===== src/rtl/shift_register_arb_pkg.sv =====
// Shared types and helpers for the round-robin register-stage arbiter.
package shift_register_arb_pkg;

  // Pointer/owner storage width; covers arbiters of up to 2**16 requesters.
  localparam int unsigned ARB_PTR_W = 16;

  function automatic int unsigned idx_w(input int unsigned m);
    return (m <= 1) ? 1 : $clog2(m);
  endfunction

  typedef struct packed {
    logic [ARB_PTR_W-1:0] ptr;
    logic                 locked;
    logic [ARB_PTR_W-1:0] owner;
  } arb_state_t;

endpackage


===== src/rtl/rr_priority_pick.sv =====
// One-hot pick of the first request at or above ptr, wrapping modulo M.
module rr_priority_pick #(
  parameter int unsigned M  = 4,
  parameter int unsigned PW = 16
) (
  input  logic [M-1:0]  req,
  input  logic [PW-1:0] ptr,
  output logic [M-1:0]  sel
);

  logic [M-1:0] rot;
  logic [M-1:0] ffs;
  logic         found;
  int           p;
  int           src;

  // Rotate so req[ptr] lands at bit 0, take the lowest set bit, rotate back.
  always_comb begin
    rot   = '0;
    ffs   = '0;
    sel   = '0;
    found = 1'b0;
    p     = int'(ptr);
    src   = 0;
    for (int k = 0; k < int'(M); k++) begin
      src = (k + p >= int'(M)) ? (k + p - int'(M)) : (k + p);
      for (int s = 0; s < int'(M); s++) begin
        if (s == src) rot[k] = req[s];
      end
    end
    for (int k = 0; k < int'(M); k++) begin
      if (rot[k] && !found) begin
        ffs[k] = 1'b1;
        found  = 1'b1;
      end
    end
    for (int k = 0; k < int'(M); k++) begin
      src = (k + p >= int'(M)) ? (k + p - int'(M)) : (k + p);
      for (int s = 0; s < int'(M); s++) begin
        if (s == src && ffs[k]) sel[s] = 1'b1;
      end
    end
  end

endmodule


===== src/rtl/shift_register_rr_arbiter.sv =====
// Round-robin arbiter feeding M requesters into one shared N-bit output register.
// Optional burst lock enabled by defining SHIFT_REGISTER_ARB_LOCK_EN.
module shift_register_rr_arbiter
  import shift_register_arb_pkg::*;
#(
  parameter int unsigned N = 2,
  parameter int unsigned M = 4
) (
  input  logic                 clk,
  input  logic                 rst,
  input  logic [M-1:0]         req,
  input  logic [M*N-1:0]       PI,
  output logic [M-1:0]         gnt,
  output logic [N-1:0]         PO,
  output logic                 po_valid,
  output logic [idx_w(M)-1:0]  po_src,
  input  logic                 po_ready
`ifdef SHIFT_REGISTER_ARB_LOCK_EN
  ,
  input  logic [M-1:0]         lock
`endif
);

  localparam int unsigned IW = idx_w(M);
  localparam int unsigned PW = ARB_PTR_W;
  localparam logic [PW-1:0] LAST = PW'(M - 1);

  logic          accept;
  logic          xfer;
  logic [M-1:0]  req_eff;
  logic [M-1:0]  sel;
  logic [PW-1:0] ptr_q;
  logic [PW-1:0] win_idx;
  logic [PW-1:0] nxt_ptr;
  logic [N-1:0]  win_word;

  assign accept = !po_valid || po_ready;

  rr_priority_pick #(
    .M  (M),
    .PW (PW)
  ) u_pick (
    .req (req_eff),
    .ptr (ptr_q),
    .sel (sel)
  );

  // Grant only when the register can take a word; reset blocks any transfer.
  assign gnt  = (accept && !rst) ? sel : '0;
  assign xfer = |gnt;

  always_comb begin
    win_idx  = '0;
    win_word = '0;
    for (int i = 0; i < int'(M); i++) begin
      if (gnt[i]) begin
        win_idx  = win_idx | PW'(i);
        win_word = win_word | PI[i*N +: N];
      end
    end
  end

  assign nxt_ptr = (win_idx == LAST) ? '0 : win_idx + PW'(1);

  // Shared output register with valid/ready drain.
  always_ff @(posedge clk) begin
    if (rst) begin
      PO       <= '0;
      po_valid <= 1'b0;
      po_src   <= '0;
    end else if (xfer) begin
      PO       <= win_word;
      po_valid <= 1'b1;
      po_src   <= IW'(win_idx);
    end else if (po_ready) begin
      po_valid <= 1'b0;
    end
  end

`ifdef SHIFT_REGISTER_ARB_LOCK_EN
  arb_state_t st_q;
  logic       lock_win;
  logic       owner_req;

  assign ptr_q    = st_q.ptr;
  assign lock_win = |(gnt & lock);

  // While locked, only the owner may compete.
  always_comb begin
    req_eff   = '0;
    owner_req = 1'b0;
    for (int i = 0; i < int'(M); i++) begin
      req_eff[i] = req[i] && (!st_q.locked || (st_q.owner == PW'(i)));
      if (st_q.owner == PW'(i)) owner_req = req[i];
    end
  end

  always_ff @(posedge clk) begin
    if (rst) begin
      st_q <= '0;
    end else if (xfer) begin
      st_q.ptr    <= nxt_ptr;
      st_q.locked <= lock_win;
      st_q.owner  <= win_idx;
    end else if (st_q.locked && !owner_req) begin
      st_q.locked <= 1'b0;
    end
  end
`else
  assign req_eff = req;

  always_ff @(posedge clk) begin
    if (rst) begin
      ptr_q <= '0;
    end else if (xfer) begin
      ptr_q <= nxt_ptr;
    end
  end
`endif

endmodule


===== config.mk =====
export PLATFORM = sky130hd
export DESIGN_NAME = shift_register_rr_arbiter
export DESIGN_NICKNAME = d
export VERILOG_FILES = /design/src/rtl/shift_register_arb_pkg.sv /design/src/rtl/rr_priority_pick.sv /design/src/rtl/shift_register_rr_arbiter.sv
export SDC_FILE = /design/constraint.sdc
export NUM_CORES = 1
export LEC_CHECK = 0
export ABC_AREA = 1
export CORE_MARGIN = 5
export CORE_UTILIZATION = 25
export DETAILED_ROUTE_END_ITERATION = 8
export PLACE_DENSITY = 0.54
export SETUP_SLACK_MARGIN = 0.2
export SKIP_LAST_GASP = 1
export SLEW_MARGIN = 20
export SYNTH_ARGS = -nofsm -noshare
export SYNTH_HDL_FRONTEND = slang
export SYNTH_SLANG_ARGS = --single-unit

===== constraint.sdc =====
create_clock -name clk -period 4.8 [get_ports clk]
set_clock_uncertainty 0.05 [all_clocks]
set_input_delay 1.44 -clock clk [delete_from_list [all_inputs] [get_ports clk]]
set_output_delay 1.44 -clock clk [all_outputs]
set_load 0.02 [all_outputs]

Figure 1. Power grid (run 1).
Scale: 8 px per µm. Pins as bars on the die edge.
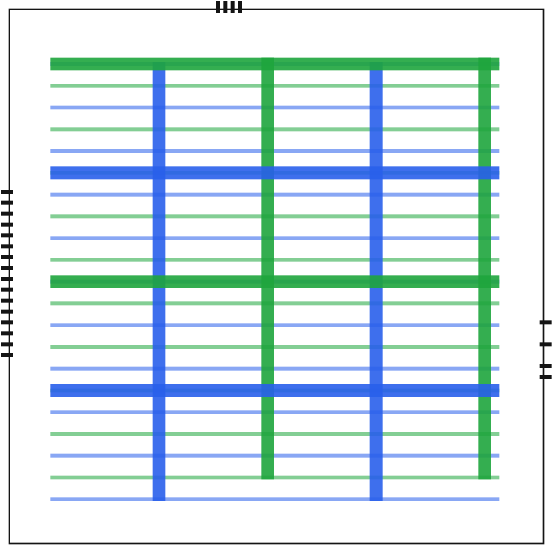
legend:
  blue:
    net: VSS
  green:
    net: VDD
met4 straps: 4
met5 straps: 4
met1 rails: 21
rows: 20
signal pins: 24

Figure 2. Cell sizes after repair (run 1).
Scale: 4 px per µm.
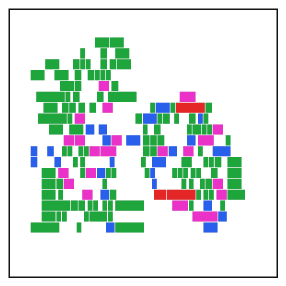
legend:
  red:
    size: x6 and larger
    cells: 3
  green:
    size: x1 and smaller
    cells: 116
  blue:
    size: x2
    cells: 24
  magenta:
    size: x3 and x4
    cells: 21

Figure 3. M2 wires (run 1).
Scale: 8 px per µm. Cells faint in the background.
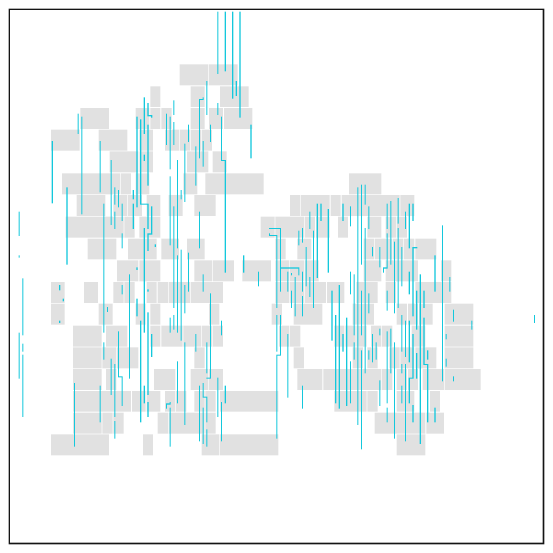
longest straight run: 29.6 µm
nets with wire on the layer: 140
wire length on this layer: 981 µm
main direction: vertical

==> run summary, run 1 <==
The synthesis and place-and-route flow finished, so here is a summary.

The run finished with clean final reports. The leakage power in the latest report is 0.6279 nW. The count of endpoints failing hold in the final timing report is 0.

The worst hold slack came out at 0.4079 ns. The chip height came out at 66.60 µm. The highest achievable clock rate is 0.2222 GHz. The gate count of the mapped netlist is 127.

The area fraction of the dominant cell type after synthesis is 17.50%. The placeable core region is roughly 3100 µm². The proportion of power drawn by flip-flops and latches is 19.1%. The number of global-route vias before repair came to approximately 880. STA lists the endpoint of the worst register-to-register path as ptr_q[1]$_SDFFE_PP0P_.

On the reported timing paths, the clock transition at the registers reads 0.06 ns. The path type of the worst setup path is primary input to output port. The placed standard-cell area came out at 1157 µm². The synthesis report gives the async set-or-reset register share as 0%. The met2 wire length is slightly below 1000 µm. The worst vdd rail ir drop is about 0.24 mV.

The placement row count is 20. The number of clock sinks came to 7. The number of port buffers is 23.

The most numerous cell type found on the critical path is sky130_fd_sc_hd__nand2_1. The number of H-tree levels came out at 1. The synthesized netlist net count is around 140.

The number of buffers added by the clock tree synthesis step is 3. The area overhead of the layout relative to synthesis is 46.25%. The via count of the routed design came out at 909. The number of iterations in the first detailed-routing pass came out at 4. Yosys shows that the main logic family after synthesis is simple AND/OR/NAND/NOR gates. The most common logic cells in the final layout are 34 x sky130_fd_sc_hd__nand2_1, 23 x sky130_fd_sc_hd__nand3_1, 18 x sky130_fd_sc_hd__clkdlybuf4s50_1. The cell-internal power came out at 0.0002929 W. The number of cells on the critical path came out at 12. TritonCTS built the clock tree. The sequential-to-total area share from yosys stat came out at 17.50%.

The final estimated routing congestion in global placement is between 0.8 and 0.9. The initial DRC count came out at 59. The per-cell via count in the routed design is roughly 4.4. In the final design database the tool counted 181 nets. After Yosys synthesis, and, or, nand and nor cells account for roughly three fifths of the synthesized area. The area share of and-or/or-and cells after synthesis came out at under 10%. Entering global routing, the biggest net connects 14 pins.

The met1 wire length is 1077 µm. The class of the most critical hold timing path is flop to flop. sky130_fd_sc_hd__dfxtp_1 takes more of the synthesized area than any other cell. Among logic cells in the layout, the one with the most instances is sky130_fd_sc_hd__nand2_1.

The detailed-placement wirelength estimate came out at roughly 1800 µm. The fraction of layout cells with a size suffix above 1 is between 20% and 30%. The routed design has 2213 µm of wire.

The worst relative slew slack is between 60% and 70%. Of the total power, combinational logic draws 71.9%. The capturing element of the worst setup path is gnt[2]. The residual DRC count came out at 0. The required time at the worst-slack endpoint is 3.31 ns. Signal routing reaches up to met3.

The logic area is ~560 µm². The register bit count reported by yosys came out at 7. The number of enable flip-flop cells came out at 0.

The number of buffers and inverters on the critical path is 4. The worst setup path is captured at an output port. The cell class contributing the biggest share of worst-path delay is buffers and inverters. The reg-to-reg startpoint is ptr_q[0]$_SDFFE_PP0P_. The die boundary width is 66.60 µm. Counting the warning lines in the Yosys log gives 0. The number of hold buffers added after CTS was 0. The synthesized netlist was found by Yosys to have 127 cells.

The finished layout reports a core utilization of between 30% and 40%. The tally of unique sky130hd cells used after synthesis came out at 23. The post-route clock period utilization is 93.78%. The number of cells after detailed placement is ~200.

The global-route usage over all layers came out at about a tenth. Per the run summary, max-cap violations total 0. Recorded from the global router log, the overflow total was 0. Looking at the critical path, the single cell with the biggest stage delay is sky130_fd_sc_hd__clkdlybuf4s50_1. The area fraction in full adders, half adders and majority gates is between 1.5 and 2%. The share of synthesized area spent on multiplexers came out at 0%. The setup slack of the most critical reg-to-reg path is approximately 2.4 ns. The final standard cell count with taps included and fillers excluded came out at ~210. Walking the worst path, the cells encountered are clkdlybuf4s50_1 > inv_1 > nand2_1 > nand2_1 > nand2_1 > nand2_1 > nor2_2 > nand3_1 > nand3_2 > nand2_2 > inv_1 > clkbuf_2.
==> run 1: kinds of logic after synthesis <==
kind of cell,Yosys count
DFF,7
and+or+nand+nor,87
AOI/OAI and AO/OA,9
adders and majority gates,1
buffers and inverters,23
==> run 1: timing repair <==
item,4_1_cts,5_1_grt
resized,6,9
setup endpoints to repair,4,4
pin swaps,0,1
setup buffers,0,0
==> run 1: power groups by stage <==
stage	sequential (W)	clock [W]	combinational, W
after floorplan	0.000113	0	0.000300
after global placement	0.000117	0	0.000435
after detailed placement	0.000117	0	0.000437
after CTS	0.000116	0.0000558	0.000436
after global routing	0.000121	0.0000613	0.000478
final	0.000115	0.0000547	0.000434
==> run 1: routing by layer <==
layer | up-vias | GRT usage, %
li1 | 486 | -
met1 | 399 | 14.49
met2 | 24 | 16.58
met3 | 0 | 2.698
met4 | 0 | 1.523
met5 | - | 0
==> run 1: layout make-up <==
cell class / instances / area share (%)
multi-input cells: 97 / 47.76
repair buffers: 36 / 26.50
flip-flops and latches: 7 / 11.97
inverters: 20 / 6.838
well taps: 44 / 4.701
clock buffers: 4 / 2.244
==> run 1: worst min-delay path by stage <==
stage / start / endpoint / depth (start not counted)
6_report: po_src[0]$_SDFFE_PP0P_ / po_src[0]$_SDFFE_PP0P_ / 2
5_1_grt: po_src[0]$_SDFFE_PP0P_ / po_src[0]$_SDFFE_PP0P_ / 2
4_1_cts: po_src[0]$_SDFFE_PP0P_ / po_src[0]$_SDFFE_PP0P_ / 2
3_5_place_dp: po_src[0]$_SDFFE_PP0P_ / po_src[0]$_SDFFE_PP0P_ / 2
3_3_place_gp: po_src[0]$_SDFFE_PP0P_ / po_src[0]$_SDFFE_PP0P_ / 2
2_1_floorplan: po_src[0]$_SDFFE_PP0P_ / po_src[0]$_SDFFE_PP0P_ / 2
Figure 4. Wiring heat map (run 1).
Scale: 6 px per µm. The die is cut into 13 by 13 equal tiles; dark purple is low, yellow is high, scaled to the fullest tile. Values are wire area over tile area, all layers added.
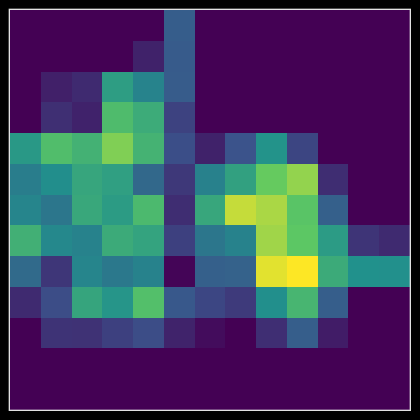

==> inputs of run 2 (changes only) <==
Settings changed: PLACE_DENSITY 0.54 to not set.
Figure 5. Wiring heat map (run 2).
Scale: 6 px per µm. The die is cut into 13 by 13 equal tiles; dark purple is low, yellow is high, scaled to the fullest tile. Values are wire area over tile area, all layers added.
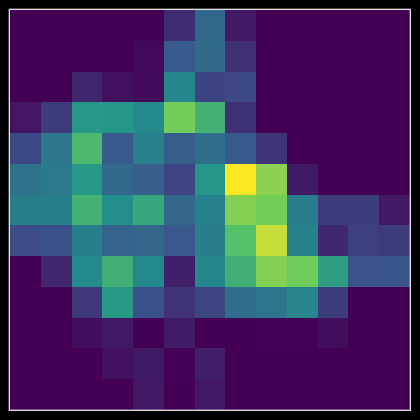
emptiest ninth of the die: north-east
fullest tile: 0.39
nearly empty tiles: 43%
mean over tiles: 0.075
tiles over half the peak: 12%

==> run 2 against run 1 <==
Sequential cell count did not move; register-to-register slack improved by 0.04 ns; sequential share of layout area fell by 0.18 points; via count fell by 1.4%; critical path type unchanged.
==> run summary, run 2 <==
The synthesis and place-and-route flow finished, so here is a summary.

The number of buffers added by the clock tree synthesis step is 3 (unchanged). The power in the clock group is 0.0000525 W (-4.0%). The flip-flop and latch count is 7 (unchanged). The top cell type in the final layout, fill and taps aside, is sky130_fd_sc_hd__nand2_1. The area overhead of the layout relative to synthesis came out at 48.44%. The logic area is 559.3 µm² (unchanged). The run finished with clean final reports. The count of max-cap constraint violations is 0 (unchanged).

The tally of unique sky130hd cells used after synthesis came out at 23 (unchanged). The number of iterations in the first detailed-routing pass is 4 (unchanged). The worst vdd rail ir drop came out at 0.2292 mV (-3.6%). The global routing usage on met1 came out at 13.23% (-1.3 points).

The required time at the worst-slack endpoint came to 3.31 ns (about the same). The die boundary width is 66.60 µm (unchanged). The clock edge transition at the registers on the reported setup and hold paths is 0.05 ns (about the same). The setup slack of the most critical reg-to-reg path came out at 2.47 ns (+0.04 ns). The leakage power summed over all cells came to 0.6440 nW (+2.6%). Global routing put the most usage on met2. The proportion of final cell area spent on non-clock buffers was 27.58% (+1.1 points). The worst relative slew slack was 61.74% (-1.8 points). The final standard cell count with taps included and fillers excluded came out at 210 (+0.96%). The via count of the routed design came out at 896 (-1.4%). The critical path endpoint category is an output port. The residual DRC count came out at 0 (unchanged). The number of hold-repair buffers added at the cts stage came out at 0 (unchanged).

The count of instantiated cells in the yosys netlist came out at 127 (unchanged). Ranked by power, first place goes to combinational cells. The global-route met3 utilization is 2.867% (+0.17 points). The number of enable flip-flop cells came out at 0 (unchanged). The sequential-to-total area share from yosys stat is 17.50% (unchanged). The number of H-tree levels is 1 (unchanged). The path type of the worst setup path is primary input to output port. The met2 demand-to-capacity share in global routing is 17.57% (+0.99 points).

The cell-internal power came out at 0.0002986 W (+1.9%). The gate count of the mapped netlist came out at 127 (unchanged). The number of cells on the critical path is 11 (-1). The power in sequential cells is 0.000117 W (about the same). The placement row count came out at 20 (unchanged). The final estimated routing congestion in global placement is 0.8151 (-6.1%).

The number of gates given a new drive strength after cts is 10 (+4). The global-route usage over all layers came out at 10.36% (-0.13 points). The final-layout clock buffer total is 4 (unchanged). The routed wire length is 2118 µm (-4.3%).

The area fraction of the dominant cell type after synthesis came to 17.50% (unchanged). The met1 wire length is 1034 µm (-4.0%). The cell with the largest stage delay on the worst path is sky130_fd_sc_hd__clkdlybuf4s50_1. The share of power burned in combinational logic came out at 72.1% (+0.2 points).

The layout inverter count without the clock tree was 20 (unchanged). The cell group occupying the most layout area is multi-input combinational cells. The tap cell instance count came out at 44 (unchanged). The highest achievable clock rate came out at 0.2254 GHz (+1.5%). TritonCTS built the clock tree. The number of post-CTS setup repair buffers came to 0 (unchanged). For reference, the critical path is captured by gnt[2]. The signal on the critical path passes through clkdlybuf4s50_1 > nand2_1 > nand2_1 > nand3_1 > nand2_4 > nor2_8 > nand3_1 > nand3_2 > nand2_2 > inv_1 > buf_2. The count of synthesis-stage warnings from yosys is 0 (unchanged).
run 2: netlist changes by cell type in the layout (fill, tap and decap cells not counted), sizes merged:
cell and delta:
clkdlybuf4s50 -1, buf +3, dlymetal6s2s +1, clkbuf -1
run 2: per-stage QoR:
stage	setup TNS, ns	instance area [µm²]	total power, W	utilization, %
3_3_place_gp	-0.3528	1172	0.0005562	38.40
5_1_grt	0	1189	0.0006691	38.93
4_1_cts	0	1201	0.0006128	39.34
2_1_floorplan	0	800.8	0.0004126	-
3_5_place_dp	-0.3419	1172	0.0005601	38.40
6_report	0	1189	0.0006064	38.93
run 2: cell families (layout without fill, tap and decap cells):
logic type,Yosys count,count (layout),share of synthesized area (%)
simple gates,87,87,61.72
buf+inv,23,62,13.28
compound gates,9,9,5.938
flops,7,7,17.50
fa+ha+maj,1,1,1.562
run 2: how the worst min path moves through the flow:
stage / start / endpoint / slack, ns / cells past startpoint
global placement: po_src[0]$_SDFFE_PP0P_ / po_src[0]$_SDFFE_PP0P_ / 0.40 / 2
detailed placement: po_src[0]$_SDFFE_PP0P_ / po_src[0]$_SDFFE_PP0P_ / 0.40 / 2
CTS: po_src[0]$_SDFFE_PP0P_ / po_src[0]$_SDFFE_PP0P_ / 0.41 / 2
finish: po_src[0]$_SDFFE_PP0P_ / po_src[0]$_SDFFE_PP0P_ / 0.42 / 2
floorplan: po_src[0]$_SDFFE_PP0P_ / po_src[0]$_SDFFE_PP0P_ / 0.48 / 2
global route: po_src[0]$_SDFFE_PP0P_ / po_src[0]$_SDFFE_PP0P_ / 0.47 / 2
run 2: worst register-to-register path, delay by kind of cell (launching register included):
family        cells  cell delay [ns]
simple gates      9             0.92
flops             1             0.68
buf+inv           3             0.29
fa+ha+maj         1             0.29
No activity file was given, so power comes from the tool's default toggle rates.
